### src/rtl/uart_rx_byte.sv
// uart_rx_byte
// Serial-to-byte UART receiver, 8N1, LSB first. It oversamples the raw RX pin
// against the system clock and samples each bit at its midpoint. Each correctly
// framed byte is presented with a one-cycle valid pulse.
//
// Ports:
//   i_Clk        system clock, all registers update on its rising edge
//   i_Rst_n      synchronous active-low reset
//   i_RX_Serial  raw asynchronous UART line, idle high
//   o_RX_DV      one-cycle pulse, o_RX_Byte valid while high
//   o_RX_Byte    last correctly framed byte, held between frames
//   o_Frame_Err  one-cycle pulse when the stop bit is sampled low
//   o_Busy       high in every state except IDLE
module uart_rx_byte #(
  parameter int CLKS_PER_BIT = 434
) (
  input  logic       i_Clk,
  input  logic       i_Rst_n,
  input  logic       i_RX_Serial,
  output logic       o_RX_DV,
  output logic [7:0] o_RX_Byte,
  output logic       o_Frame_Err,
  output logic       o_Busy
);

  localparam int H  = (CLKS_PER_BIT - 1) / 2;
  localparam int CW = (CLKS_PER_BIT > 1) ? $clog2(CLKS_PER_BIT) : 1;
  localparam logic [CW-1:0] HALF_CNT = CW'(H);
  localparam logic [CW-1:0] LAST_CNT = CW'(CLKS_PER_BIT - 1);

  typedef enum logic [2:0] {
    IDLE,
    START,
    DATA,
    STOP,
    WAIT_HIGH
  } state_t;

  state_t        state;
  state_t        next_state;
  logic          sync1;
  logic          sync2;
  logic [CW-1:0] cnt;
  logic [2:0]    idx;
  logic [7:0]    shift;

  logic cnt_clear;
  logic cnt_inc;
  logic idx_clear;
  logic idx_inc;
  logic sample_bit;
  logic dv_set;
  logic err_set;

  // Two-flop synchroniser. It resets to the idle level so that a reset never
  // looks like a start edge.
  always_ff @(posedge i_Clk) begin
    if (!i_Rst_n) begin
      sync1 <= 1'b1;
      sync2 <= 1'b1;
    end else begin
      sync1 <= i_RX_Serial;
      sync2 <= sync1;
    end
  end

  always_ff @(posedge i_Clk) begin
    if (!i_Rst_n) begin
      state <= IDLE;
    end else begin
      state <= next_state;
    end
  end

  always_comb begin
    next_state = state;
    case (state)
      IDLE: begin
        if (!sync2) next_state = START;
      end
      START: begin
        // The line is checked again at half a bit so that short glitches are rejected.
        if (cnt >= HALF_CNT) next_state = sync2 ? IDLE : DATA;
      end
      DATA: begin
        if (cnt >= LAST_CNT && idx == 3'd7) next_state = STOP;
      end
      STOP: begin
        if (cnt >= LAST_CNT) next_state = sync2 ? IDLE : WAIT_HIGH;
      end
      WAIT_HIGH: begin
        // A held-low line (break) must go idle before a new start is accepted.
        if (sync2) next_state = IDLE;
      end
      default: next_state = IDLE;
    endcase
  end

  always_comb begin
    o_Busy     = 1'b1;
    cnt_clear  = 1'b0;
    cnt_inc    = 1'b0;
    idx_clear  = 1'b0;
    idx_inc    = 1'b0;
    sample_bit = 1'b0;
    dv_set     = 1'b0;
    err_set    = 1'b0;
    case (state)
      IDLE: begin
        o_Busy = 1'b0;
        if (!sync2) cnt_clear = 1'b1;
      end
      START: begin
        if (cnt < HALF_CNT) begin
          cnt_inc = 1'b1;
        end else if (!sync2) begin
          cnt_clear = 1'b1;
          idx_clear = 1'b1;
        end
      end
      DATA: begin
        if (cnt < LAST_CNT) begin
          cnt_inc = 1'b1;
        end else begin
          cnt_clear  = 1'b1;
          sample_bit = 1'b1;
          if (idx != 3'd7) idx_inc = 1'b1;
        end
      end
      STOP: begin
        if (cnt < LAST_CNT) begin
          cnt_inc = 1'b1;
        end else if (sync2) begin
          dv_set = 1'b1;
        end else begin
          err_set = 1'b1;
        end
      end
      WAIT_HIGH: begin
      end
      default: begin
      end
    endcase
  end

  // Datapath. o_RX_Byte is loaded only together with the valid pulse, so a
  // badly framed byte never reaches the output.
  always_ff @(posedge i_Clk) begin
    if (!i_Rst_n) begin
      cnt         <= '0;
      idx         <= 3'd0;
      shift       <= 8'h00;
      o_RX_Byte   <= 8'h00;
      o_RX_DV     <= 1'b0;
      o_Frame_Err <= 1'b0;
    end else begin
      o_RX_DV     <= dv_set;
      o_Frame_Err <= err_set;
      if (cnt_clear) begin
        cnt <= '0;
      end else if (cnt_inc) begin
        cnt <= cnt + 1'b1;
      end
      if (idx_clear) begin
        idx <= 3'd0;
      end else if (idx_inc) begin
        idx <= idx + 3'd1;
      end
      if (sample_bit) shift[idx] <= sync2;
      if (dv_set) o_RX_Byte <= shift;
    end
  end

endmodule
### config.mk
export PLATFORM = sky130hd
export DESIGN_NAME = uart_rx_byte
export DESIGN_NICKNAME = d
export VERILOG_FILES = /design/src/rtl/uart_rx_byte.sv
export SDC_FILE = /design/constraint.sdc
export NUM_CORES = 1
export LEC_CHECK = 0
export CAP_MARGIN = 20
export CELL_PAD_IN_SITES_DETAIL_PLACEMENT = 1
export CELL_PAD_IN_SITES_GLOBAL_PLACEMENT = 2
export CORE_MARGIN = 2
export CORE_UTILIZATION = 23
export CTS_CLUSTER_DIAMETER = 120
export DETAILED_ROUTE_END_ITERATION = 6
export PLACE_DENSITY = 0.65
export SLEW_MARGIN = 20
export SYNTH_ARGS = -nofsm -noshare
export SYNTH_HDL_FRONTEND = slang
export SYNTH_SLANG_ARGS = --single-unit
export TNS_END_PERCENT = 30
### constraint.sdc
create_clock -name i_Clk -period 5.1 [get_ports i_Clk]
set_input_delay 1.02 -clock i_Clk [delete_from_list [all_inputs] [get_ports i_Clk]]
set_output_delay 1.02 -clock i_Clk [all_outputs]
set_load 0.02 [all_outputs]
==> summary.txt <==
yosys + openroad results -> status complete, no violations, Largest cell class combinational gates, CP delay by family, top buffers and inverters, IR drop worst, VDD 0.112 mV, Top Registers cnt: 9 flops, o_RX_Byte: 8 flops, shift: 8 flops, combinational cell power 0.0000476 W, HP Start sync1, tool warning count 29, vias in the first global route 1429, Critical R2R Capture cnt[2], RSZ-0062 raised after global routing false, IO Pins 14, post-synth top area cell dfxtp_1, fin. max-slew vios 0, WP buf/inv 1, Clock Skew 0.00626 ns, hold path depth 1, Worst Tran Pin Value 0.740 ns, ANT cells 0, FF-to-FF path depth 5, Avg Inst Size Synth 8.68 sq um, Non-clk bufs 14, Hold EP sync2, YS chip area 1700 sq um, Sw Ratio 25.4%, metal3 WL 73 um, maximum clock rate between 300 and 400 MHz, reg-to-reg slack, setup 2.89 ns, Slowest-stage cell, CP clkdlybuf4s50_1, Seq/total area about 35%, Final setup viols 0, Metal-1 WL 2020 um, # DRC 0, Area Overhead vs Synth 19.1%, CTS resizes 0, Post-synth seq share 41.2%, final non-filler cell total 305, top routing layer in use met4, number of cells in Yosys stat 196, Worst Path Max Fanout 16, fin area just over 2000 sq um, largest net degree at the start of global routing 34, placed insts just under 300, most common logic cells in the final layout 35 x dfxtp_1, 20 x nand2_1, 18 x nor2_1, Register Area 701 sq um, hold crit path type reg -> reg, most flop-heavy register cnt, Lkg Pwr between 0.6 and 0.7 nW, crit-path max cell delay 0.54 ns, ao+oa area frac 14.9%, Synth flops 35, Max clock buf depth 2, critical path type reg -> out, Post-CTS Setup Inserts 0, mux cell area share after synthesis roughly 4.7%, number of logic gates 147, cts hold-fix bufs 0, Int Power about 0.00044 W, CTS H-tree lvls 2, Req. time, crit path 4.08 ns, Late-Pin Clk Latency 0.29 ns, Logic family by area simple AND/OR/NAND/NOR gates, Nets about 210, Comb/total area between 40 and 50%, routed len/inst 12.4 um, Top cell excl fill/tap dfxtp_1, Clk pwr share 43.5%, ClkCell Share about 5.6%, Critical path origin state[0], Max-area cell share between 40% and 50%, Cell area leaders dfxtp_1 41%, mux2i_1 4.7%, nand3_1 4.7%, nand2_1 4.4%, xnor2_1 4.1%, Vias 1372, syn_nets 204
Zoomed window:
Region (57, 57) to (77, 77) um. Cells in gray, sequential cells in the stronger gray; small squares are vias.
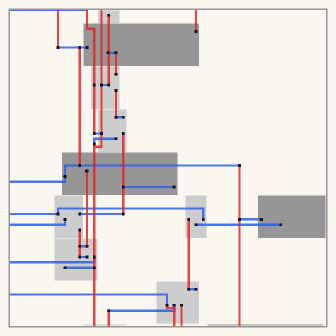
legend:
  red:
    layer: metal 2
  blue:
    layer: metal 1
cells with their middle in the window: 9
most frequent: dfxtp_1 (3), o21ai_0 (2)
sequential cells in the window: 3

Pin map:
Bar = 20 um. Pins as bars across the die edge, other pins in gray.
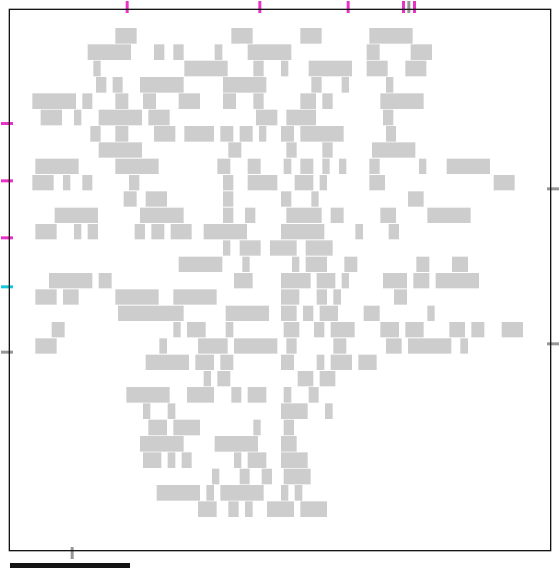
legend:
  cyan:
    port: `i_Rst_n`
    pins: 1
    direction: input
    edge: left
  magenta:
    port: `o_RX_Byte`
    pins: 8
    direction: output
    edge: 5 top, 3 left
all pins by edge: 6 top, 5 left, 2 right, 1 bottom
PortBufs: 13
die x size: 90.0 um
Die H: 90.0 um

Sizing map:
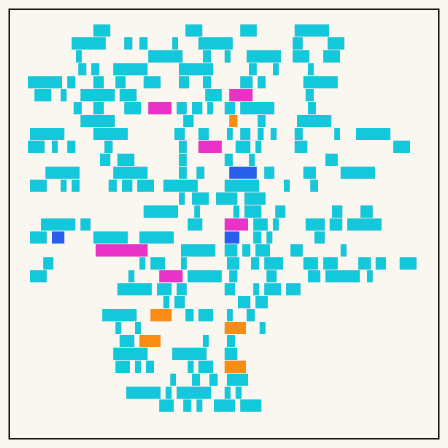
legend:
  cyan:
    size: _0 and _1 cells
    cells: 192
    share: 93%
  magenta:
    size: _6 and larger
    cells: 6
    share: 2.9%
  blue:
    size: _3 and _4 cells
    cells: 3
    share: 1.5%
  orange:
    size: _2 cells
    cells: 5
    share: 2.4%

Cell density map:
9 x 9 tiles, from white (low) to dark blue (high), 0 to 100% covered.
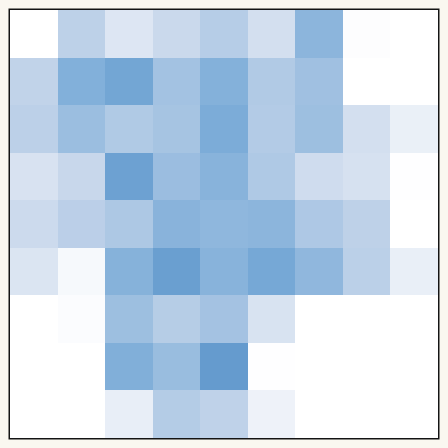
fullest tile: 56%
densest ninth of the die: middle
mean over tiles: 24%
emptiest ninth of the die: bottom right
FP Util: 23.6%
core area: 7210 sq um
Util after Layout: 28.1%

Power and IR drop assume default switching activity.
